**config.mk**
```make
export PLATFORM = sky130hd
export DESIGN_NAME = apb_event_sync_flat
export DESIGN_NICKNAME = d
export VERILOG_FILES = /design/src/rtl/apb_event_sync_if.sv /design/src/rtl/apb_event_sync.sv /design/src/flat_wrapper.sv
export SDC_FILE = /design/constraint.sdc
export NUM_CORES = 1
export LEC_CHECK = 0
export CAP_MARGIN = 20
export CORE_MARGIN = 8
export CORE_UTILIZATION = 58
export DETAILED_ROUTE_END_ITERATION = 6
export HOLD_SLACK_MARGIN = 0.03
export PLACE_DENSITY = 0.78
export SLEW_MARGIN = 25
export SYNTH_ARGS = -nofsm -noshare
export SYNTH_HDL_FRONTEND = slang
export SYNTH_SLANG_ARGS = --single-unit
```
**constraint.sdc**
```tcl
create_clock -name clk_i -period 3.13 [get_ports clk_i]
set_clock_uncertainty 0.2 [all_clocks]
set_input_delay 0.626 -clock clk_i [delete_from_list [all_inputs] [get_ports clk_i]]
set_output_delay 0.626 -clock clk_i [all_outputs]
set_load 0.01 [all_outputs]
```
**src/rtl/apb_event_sync_if.sv**
```systemverilog
// ----------------------------------------------------------------------------
// apb_event_sync_if
// APB3 bundle for the event synchronizer register block.
//   PADDR/PWDATA/PWRITE/PSEL/PENABLE : driven by the master
//   PRDATA/PREADY/PSLVERR            : driven by the slave
// ----------------------------------------------------------------------------
interface apb_event_sync_if #(
  parameter int APB_ADDR_WIDTH = 12
);
  logic [APB_ADDR_WIDTH-1:0] PADDR;
  logic [31:0]               PWDATA;
  logic                      PWRITE;
  logic                      PSEL;
  logic                      PENABLE;
  logic [31:0]               PRDATA;
  logic                      PREADY;
  logic                      PSLVERR;

  modport master (
    output PADDR, PWDATA, PWRITE, PSEL, PENABLE,
    input  PRDATA, PREADY, PSLVERR
  );

  modport slave (
    input  PADDR, PWDATA, PWRITE, PSEL, PENABLE,
    output PRDATA, PREADY, PSLVERR
  );
endinterface

```
**src/rtl/apb_event_sync.sv**
```systemverilog
// ----------------------------------------------------------------------------
// apb_event_sync
// Conditions 32 asynchronous event sources for the event/interrupt unit:
// 2-FF synchronizer -> glitch filter -> edge detector -> registered 1-cycle
// pulse. A sticky, write-1-to-clear PEND register records every pulse.
//
// Ports
//   clk_i         : clock for all logic, APB included
//   HRESETn       : asynchronous active-low reset
//   apb           : APB slave (zero-wait, PREADY=1, PSLVERR=0)
//   async_event_i : raw asynchronous event sources
//   event_o       : conditioned one-cycle event pulses
//   pend_any_o    : OR of all PEND bits
//
// Register map (PADDR[4:2])
//   0x00 MODE_LO  RW  2-bit mode of channels 0..15
//   0x04 MODE_HI  RW  2-bit mode of channels 16..31
//   0x08 FILT     RW  filter threshold N in [FILT_W-1:0]
//   0x0C LEVEL    RO  filtered levels
//   0x10 PEND     W1C sticky edge flags
//   Mode: 00 off, 01 rising, 10 falling, 11 both
// ----------------------------------------------------------------------------
module apb_event_sync #(
  parameter int APB_ADDR_WIDTH = 12,
  parameter int FILT_W         = 4
) (
  input  logic                    clk_i,
  input  logic                    HRESETn,
  apb_event_sync_if.slave         apb,
  input  logic [31:0]             async_event_i,
  output logic [31:0]             event_o,
  output logic                    pend_any_o
);

  typedef enum logic [2:0] {
    REG_MODE_LO = 3'd0,
    REG_MODE_HI = 3'd1,
    REG_FILT    = 3'd2,
    REG_LEVEL   = 3'd3,
    REG_PEND    = 3'd4
  } reg_idx_e;

  // ---------------------------------------------------------------- APB decode
  logic [2:0] reg_idx;
  logic       wr_en;
  logic       mode_lo_we, mode_hi_we, filt_we, pend_we;

  assign reg_idx    = apb.PADDR[4:2];
  assign wr_en      = apb.PSEL & apb.PENABLE & apb.PWRITE;
  assign mode_lo_we = wr_en && (reg_idx == REG_MODE_LO);
  assign mode_hi_we = wr_en && (reg_idx == REG_MODE_HI);
  assign filt_we    = wr_en && (reg_idx == REG_FILT);
  assign pend_we    = wr_en && (reg_idx == REG_PEND);

  assign apb.PREADY  = 1'b1;
  assign apb.PSLVERR = 1'b0;

  // Address bits outside [4:2] and upper FILT data bits are intentionally ignored.
  logic unused_ok;
  assign unused_ok = ^{apb.PADDR[APB_ADDR_WIDTH-1:5], apb.PADDR[1:0]};

  // ----------------------------------------------------------- config registers
  logic [31:0]       mode_lo, mode_hi, pend;
  logic [FILT_W-1:0] filt_n;

  // NOTE: state is updated with non-blocking assignments so every register
  // samples pre-edge values, independent of statement order.
  always_ff @(posedge clk_i or negedge HRESETn) begin
    if (!HRESETn) begin
      mode_lo <= '0;
      mode_hi <= '0;
      filt_n  <= '0;
    end else begin
      if (mode_lo_we) mode_lo <= apb.PWDATA;
      if (mode_hi_we) mode_hi <= apb.PWDATA;
      if (filt_we)    filt_n  <= apb.PWDATA[FILT_W-1:0];
    end
  end

  // Set has priority over a simultaneous write-1-to-clear.
  always_ff @(posedge clk_i or negedge HRESETn) begin
    if (!HRESETn) begin
      pend <= '0;
    end else begin
      pend <= (pend & ~(pend_we ? apb.PWDATA : 32'h0)) | event_o;
    end
  end

  assign pend_any_o = |pend;

  // ----------------------------------------------------- synchronizer + filter
  logic [31:0]       sync_ff1, sync_s, filt_lvl, filt_lvl_d;
  logic [FILT_W-1:0] cnt [32];
  logic              filt_long;
  logic [FILT_W-1:0] n_m1;

  // N of 0 or 1 means the filter is transparent (one register stage).
  assign filt_long = (filt_n > FILT_W'(1));
  assign n_m1      = filt_n - FILT_W'(1);

  always_ff @(posedge clk_i or negedge HRESETn) begin
    if (!HRESETn) begin
      sync_ff1   <= '0;
      sync_s     <= '0;
      filt_lvl   <= '0;
      filt_lvl_d <= '0;
      // NOTE: the counter array is real per-channel state (not a RAM), so it
      // is reset element by element like any other flop.
      for (int c = 0; c < 32; c++) cnt[c] <= '0;
    end else begin
      sync_ff1   <= async_event_i;
      sync_s     <= sync_ff1;
      filt_lvl_d <= filt_lvl;
      for (int c = 0; c < 32; c++) begin
        if (filt_we) begin
          // Threshold change restarts every count; levels are held.
          cnt[c] <= '0;
        end else if (!filt_long) begin
          cnt[c]      <= '0;
          filt_lvl[c] <= sync_s[c];
        end else if (sync_s[c] == filt_lvl[c]) begin
          cnt[c] <= '0;
        end else if (cnt[c] == n_m1) begin
          // N consecutive differing cycles seen: accept the new level.
          cnt[c]      <= '0;
          filt_lvl[c] <= sync_s[c];
        end else begin
          cnt[c] <= cnt[c] + FILT_W'(1);
        end
      end
    end
  end

  // ------------------------------------------------------------ edge detector
  logic [63:0] mode_all;
  logic [31:0] mode_rise_en, mode_fall_en;
  logic [31:0] rise, fall, event_nxt;

  assign mode_all = {mode_hi, mode_lo};

  // NOTE: every combinational output gets a default first so no path can
  // leave it unassigned and infer a latch.
  always_comb begin
    mode_rise_en = '0;
    mode_fall_en = '0;
    for (int c = 0; c < 32; c++) begin
      mode_rise_en[c] = mode_all[2*c];
      mode_fall_en[c] = mode_all[2*c+1];
    end
  end

  // f_d tracks f regardless of mode, so enabling a mode never fabricates an edge.
  assign rise      = filt_lvl & ~filt_lvl_d;
  assign fall      = ~filt_lvl & filt_lvl_d;
  assign event_nxt = (rise & mode_rise_en) | (fall & mode_fall_en);

  always_ff @(posedge clk_i or negedge HRESETn) begin
    if (!HRESETn) event_o <= '0;
    else          event_o <= event_nxt;
  end

  // ---------------------------------------------------------------- read mux
  logic [31:0] rd_mux;

  always_comb begin
    rd_mux = '0;
    case (reg_idx)
      REG_MODE_LO: rd_mux = mode_lo;
      REG_MODE_HI: rd_mux = mode_hi;
      REG_FILT:    rd_mux = {{(32-FILT_W){1'b0}}, filt_n};
      REG_LEVEL:   rd_mux = filt_lvl;
      REG_PEND:    rd_mux = pend;
      default:     rd_mux = '0;
    endcase
  end

  assign apb.PRDATA = apb.PSEL ? rd_mux : 32'h0;

endmodule
```
**src/flat_wrapper.sv**
```systemverilog
// flat-port wrapper written by rule: the top's interface ports become plain ports
module apb_event_sync_flat 
#(
  parameter int APB_ADDR_WIDTH = 12,
  parameter int FILT_W         = 4
)
  (clk_i, HRESETn, async_event_i, event_o, pend_any_o, apb_PADDR, apb_PWDATA, apb_PWRITE, apb_PSEL, apb_PENABLE, apb_PRDATA, apb_PREADY, apb_PSLVERR);
  apb_event_sync_if #(.APB_ADDR_WIDTH(APB_ADDR_WIDTH)) apb_i ();
  input  logic clk_i;
  input  logic HRESETn;
  input  logic [31:0] async_event_i;
  output logic [31:0] event_o;
  output logic pend_any_o;
  input wire logic [$bits(apb_i.PADDR)-1:0] apb_PADDR;
  input wire logic [$bits(apb_i.PWDATA)-1:0] apb_PWDATA;
  input wire logic [$bits(apb_i.PWRITE)-1:0] apb_PWRITE;
  input wire logic [$bits(apb_i.PSEL)-1:0] apb_PSEL;
  input wire logic [$bits(apb_i.PENABLE)-1:0] apb_PENABLE;
  output wire logic [$bits(apb_i.PRDATA)-1:0] apb_PRDATA;
  output wire logic [$bits(apb_i.PREADY)-1:0] apb_PREADY;
  output wire logic [$bits(apb_i.PSLVERR)-1:0] apb_PSLVERR;
  assign apb_i.PADDR = apb_PADDR;
  assign apb_i.PWDATA = apb_PWDATA;
  assign apb_i.PWRITE = apb_PWRITE;
  assign apb_i.PSEL = apb_PSEL;
  assign apb_i.PENABLE = apb_PENABLE;
  assign apb_PRDATA = apb_i.PRDATA;
  assign apb_PREADY = apb_i.PREADY;
  assign apb_PSLVERR = apb_i.PSLVERR;
  apb_event_sync #(.APB_ADDR_WIDTH(APB_ADDR_WIDTH), .FILT_W(FILT_W)) u_core (.clk_i(clk_i), .HRESETn(HRESETn), .apb(apb_i), .async_event_i(async_event_i), .event_o(event_o), .pend_any_o(pend_any_o));
endmodule
```
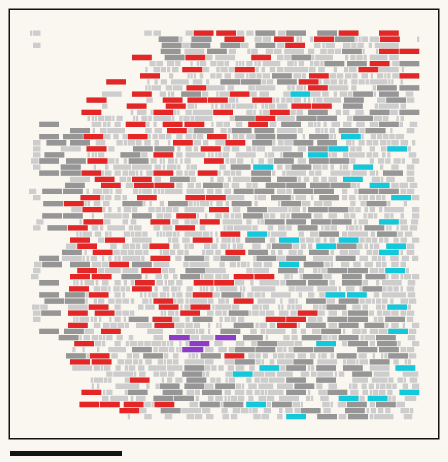
Figure 1: sequential cells coloured by netlist name.
Scale bar: 50 um. Other sequential cells in the stronger grey, the rest of the logic in the fainter grey.
`u_core.pend` -> cyan  # placed flops 32
`u_core.filt_n` -> purple  # placed flops 4, where bottom centre
`u_core.cnt` -> red  # placed flops 128
not coloured = 224
Reg area: 9710 sq um
flop share of the area: 0.452
Seq. pwr: 7.97 mW

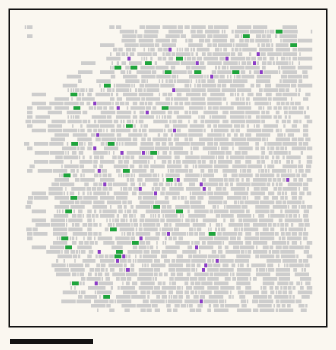
Figure 2: selected gate families.
Scale bar: 50 um.
fa/ha/maj cells -> green  # cells 34, most used ha_1
and/or cells -> purple  # cells 37, most used or3_1
Cell Count, Final, Fillers Out: 2111
most frequent logic cell in the layout: dfrtp_1
fraction of area in multi-input gates: 0.358

==> datasheet_impl.txt <==
Implementation parameters

Parameter                              Value

Setup path
  Kind of start point of the critical path .................. flop
  RR Startpoint .................. u_core.filt_n[0]
  Nature of the critical path endpoint .................. output pin
  Data required time at the worst endpoint .................. 2.30 ns
  Launch point of the worst path .................. u_core.pend[6]
  Highest-delay cell along the critical path .................. dfrtp_1
  Worst Path Arrival .................. 2.17 ns
  Top fanout value on the critical path .................. 2
  Bufs and invs on worst path .................. 2
  Crit-path leading delay family .................. simple AND/OR/NAND/NOR gates

Final timing
  Setup total negative slack .................. 0 ns
  Count of endpoints failing setup in the final report .................. 0
  Actual transition at the worst max-transition pin .................. 0.760 ns
  Fin. max-slew vios .................. 0
  F_max .................. 334 MHz
  Unrepaired setup endpoints after global routing .................. no
  Period minus WS final .................. 3.00 ns
  Worst relative slew slack .................. 0.493

Detailed routing
  Via-per-instance ratio .................. 5.97
  Violation tally from detailed-route iteration zero .................. 1075
  Detailed Routing Iterations Pass 1 .................. 5
  Residual DRC .................. 0
  Vias post-DR .................. 12.6k
  Detail Route Antenna Nets .................. 0

Finish
  Num sequential .................. 388
  Final nets .................. roughly 1.8k
  Number of fillers in the final layout .................. 2047
  Non-clock buffers .................. approximately 200
  Invs w/o clock .................. 34
  Signal buf overhead .................. 0.0963
  Layout cell share with drive strength beyond 1 .................. 0.147
  Largest cell class by area .................. sequential cells
  Final antenna diode count .................. 0
  Area growth syn-to-layout .................. 20.7%
  Gate Area .................. 7710 sq um
  Multi-input gate count .................. slightly above 1k
  Clock tree buffer count of the final layout .................. roughly 54

Synthesis
  Seq share, synth .................. 0.545
  Yosys Warn Count .................. 0
  Share of async-settable or async-resettable flops after synthesis .................. 1.00
  Library cells used by synthesis .................. between 40 and 50
  Cell area after synthesis .................. 17800 sq um
  Predominant post-synthesis flop cell .................. dfrtp_1
  Post-synthesis cell count from yosys .................. 1515

Job
  Max cap viols .................. 0
  Number of warnings in the stage logs .................. 37

GRT
  Initial antenna violation count .................. 2
  Pin count of the biggest net entering global routing .................. approximately 73
  Total congestion overflow .................. 0
  Wire length of the first global-routing pass .................. 71.7 mm

Min path
  Worst hold path startpoint .................. u_core.sync_ff1[26]
  Type of the most critical hold path .................. reg -> reg

Clocking
  Cts repair resizes .................. 96
  Quantity of hold-fixing buffers added after cts .................. 1
  Inserted Clock Buffers .................. 41
  CTS clock-pin slew for the worst setup and hold paths .................. 0.06 ns
  Clock sinks .................. roughly 390
  Insertion delay to the later sink of the worst-skew pair .................. between 0.5 and 0.6 ns
  # H-tree levels .................. 2
  Cell at the root of the clock tree .................. clkbuf_16

Die
  Initial core utilization .................. 0.585
  Standard-cell row count .................. roughly 64
  Placeable Area .................. 30400 sq um
  Die boundary height .................. approximately 190 um
  Width of the chip .................. 191 um

Placement
  Routability Congestion .................. 0.896
  Detailed Place HPWL .................. 30.7 mm
  Cell Count Post-Placement .................. 2031
  Number of input and output port buffers inserted .................. ~140

Power
  Power Dens Cells .................. 858 nW/um^2
  Peak supply drop .................. about 0.00042 V
  Leak Pwr .................. between 9 and 10 nW

Status
  Outcome .................. finished, final reports clean
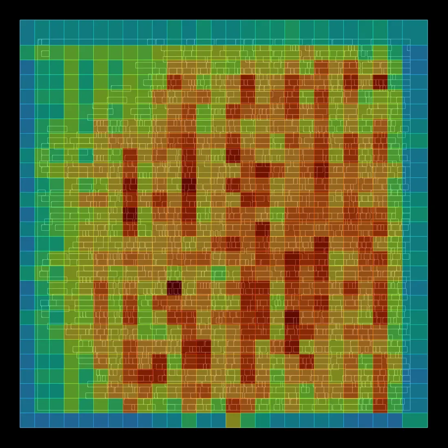
Figure 3: track usage over the die.
wire per inst: 21.7 um
overall routing resource usage: 0.251
layer with the highest usage: met2
fraction of met2 tracks used by global routing: 0.402
end-of-flow core utilization: 0.707

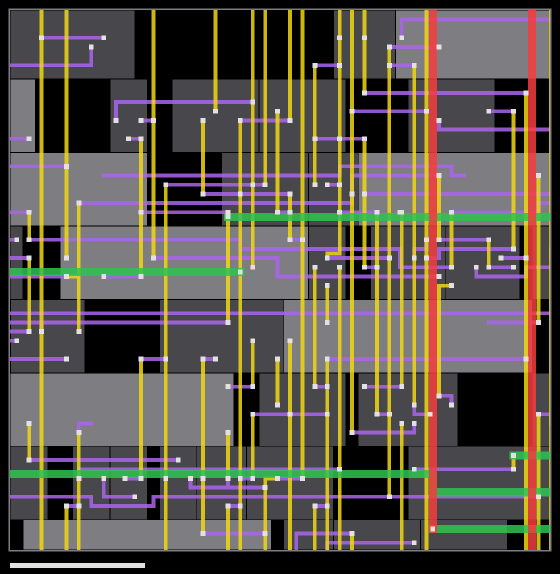
Figure 4: a small window of the routed layout.
Scale bar: 5 um. Window x 86 to 106, y 124 to 144 um. Cells in grey, sequential cells in the stronger grey; small squares are vias.
metal 3 -> green
metal 2 -> yellow
metal 4 -> red
metal 1 -> purple
netlist names of flops here include = `u_core.cnt` (3), `u_core.filt_lvl` (2)
cells with their middle in the window = 27
sequential cells in the window = 6
most frequent = dfrtp_1 (6), nor2_1 (4)

## where the power goes
group	leakage, nW	total (mW)	switching (mW)	internal (mW)
registers	4.87	7.97	1.63	6.35
clock network	0.682	4.98	1.98	3.00
logic	3.83	5.49	2.75	2.74
total	9.38	18.4	6.36	12.1
## Yosys cell counts (4+ instances only)
cell type	instances	area, sq um
a21o_1	32	240
nand3_1	61	305
and2_1	5	31.3
or3_1	29	181
xnor3_1	29	653
dfrtp_1	388	9710
ha_1	34	425
o22a_1	4	35.0
o21ai_0	66	330
o211ai_1	29	218
nor4_1	11	68.8
nand2_1	82	308
a22oi_1	65	488
a21oi_1	28	140
a32o_1	29	290
xnor2_1	100	876
o21a_1	29	218
clkbuf_1	34	128
buf_4	6	45.0
o22ai_1	4	25.0
nor2_1	134	503
inv_1	34	128
nand3b_1	31	233
xor2_1	128	1120
buf_2	30	150
mux2_2	67	754
## per-stage QoR
stage,hold slack (ns),setup slack [ns],total power [mW],cell area (sq um)
after floorplan,0.130,0.355,11.3,17800
after global placement,0.132,-0.384,13.1,20000
after detailed placement,0.135,-0.417,13.4,20000
after CTS,0.148,-0.0403,18.5,21500
after global routing,0.152,0.0511,19.5,21500
final,0.147,0.135,18.4,21500
## flip-flops by register name, indices dropped and copies added, names as in the netlist
name and flops:
u_core.sync_s 32, u_core.mode_lo 32, u_core.filt_lvl 32, u_core.sync_ff1 32
u_core.filt_n 4, u_core.event_o 32, u_core.pend 32, u_core.cnt 128
u_core.filt_lvl_d 32, u_core.mode_hi 32
## metal layers
metal | global-route usage | wire length, um | up-vias
met4 | 0.107 | 1720 | 2
met3 | 0.0493 | 3440 | 106
met1 | 0.332 | 19100 | 6385
met5 | 0 | 13 | -
met2 | 0.402 | 21600 | 481
li1 | - | - | 5627
## final timing paths
check	to	slack [ns]	depth (start not counted)
worst max register to register	u_core.cnt[22]	0.25	7
min in group asynchronous	u_core.pend[29]	0.43	2
max in group asynchronous	u_core.cnt[25]	1.42	3
worst max-delay path	pend_any_o	0.13	5
worst min register to register	u_core.sync_s[26]	0.15	0
worst min-delay path	u_core.sync_s[26]	0.15	0
## cell families after synthesis
kind of cell | Yosys count | share of synthesized area
compound gates | 292 | 0.114
simple gates | 365 | 0.0967
flops | 388 | 0.545
xor+xnor | 257 | 0.149
buf+inv | 109 | 0.0277
mux | 68 | 0.0430
fa+ha+maj | 34 | 0.0239
other cells | 2 | 0.000422
## cell usage in the layout, fill, tap and decap left out, types with 5 or more instances in the layout
master	n
nor4_1	9
inv_1	34
o21ai_0	66
or3_1	29
a21oi_2	11
xnor2_1	100
xnor3_1	29
a32o_1	29
nand3_1	61
clkdlybuf4s15_2	6
clkbuf_1	6
clkdlybuf4s50_1	99
buf_4	39
nand2_1	81
nor2_1	133
clkbuf_16	42
dlygate4sd2_1	9
xor2_1	128
o21a_1	29
buf_2	15
a21oi_1	17
ha_1	34
dfrtp_1	385
clkbuf_8	7
a21o_1	32
o211ai_1	29
buf_12	22
a22oi_1	64
bufinv_16	5
clkinv_2	9
mux2_2	67
nand3b_1	31
Power is estimated from default activity; no workload was simulated.
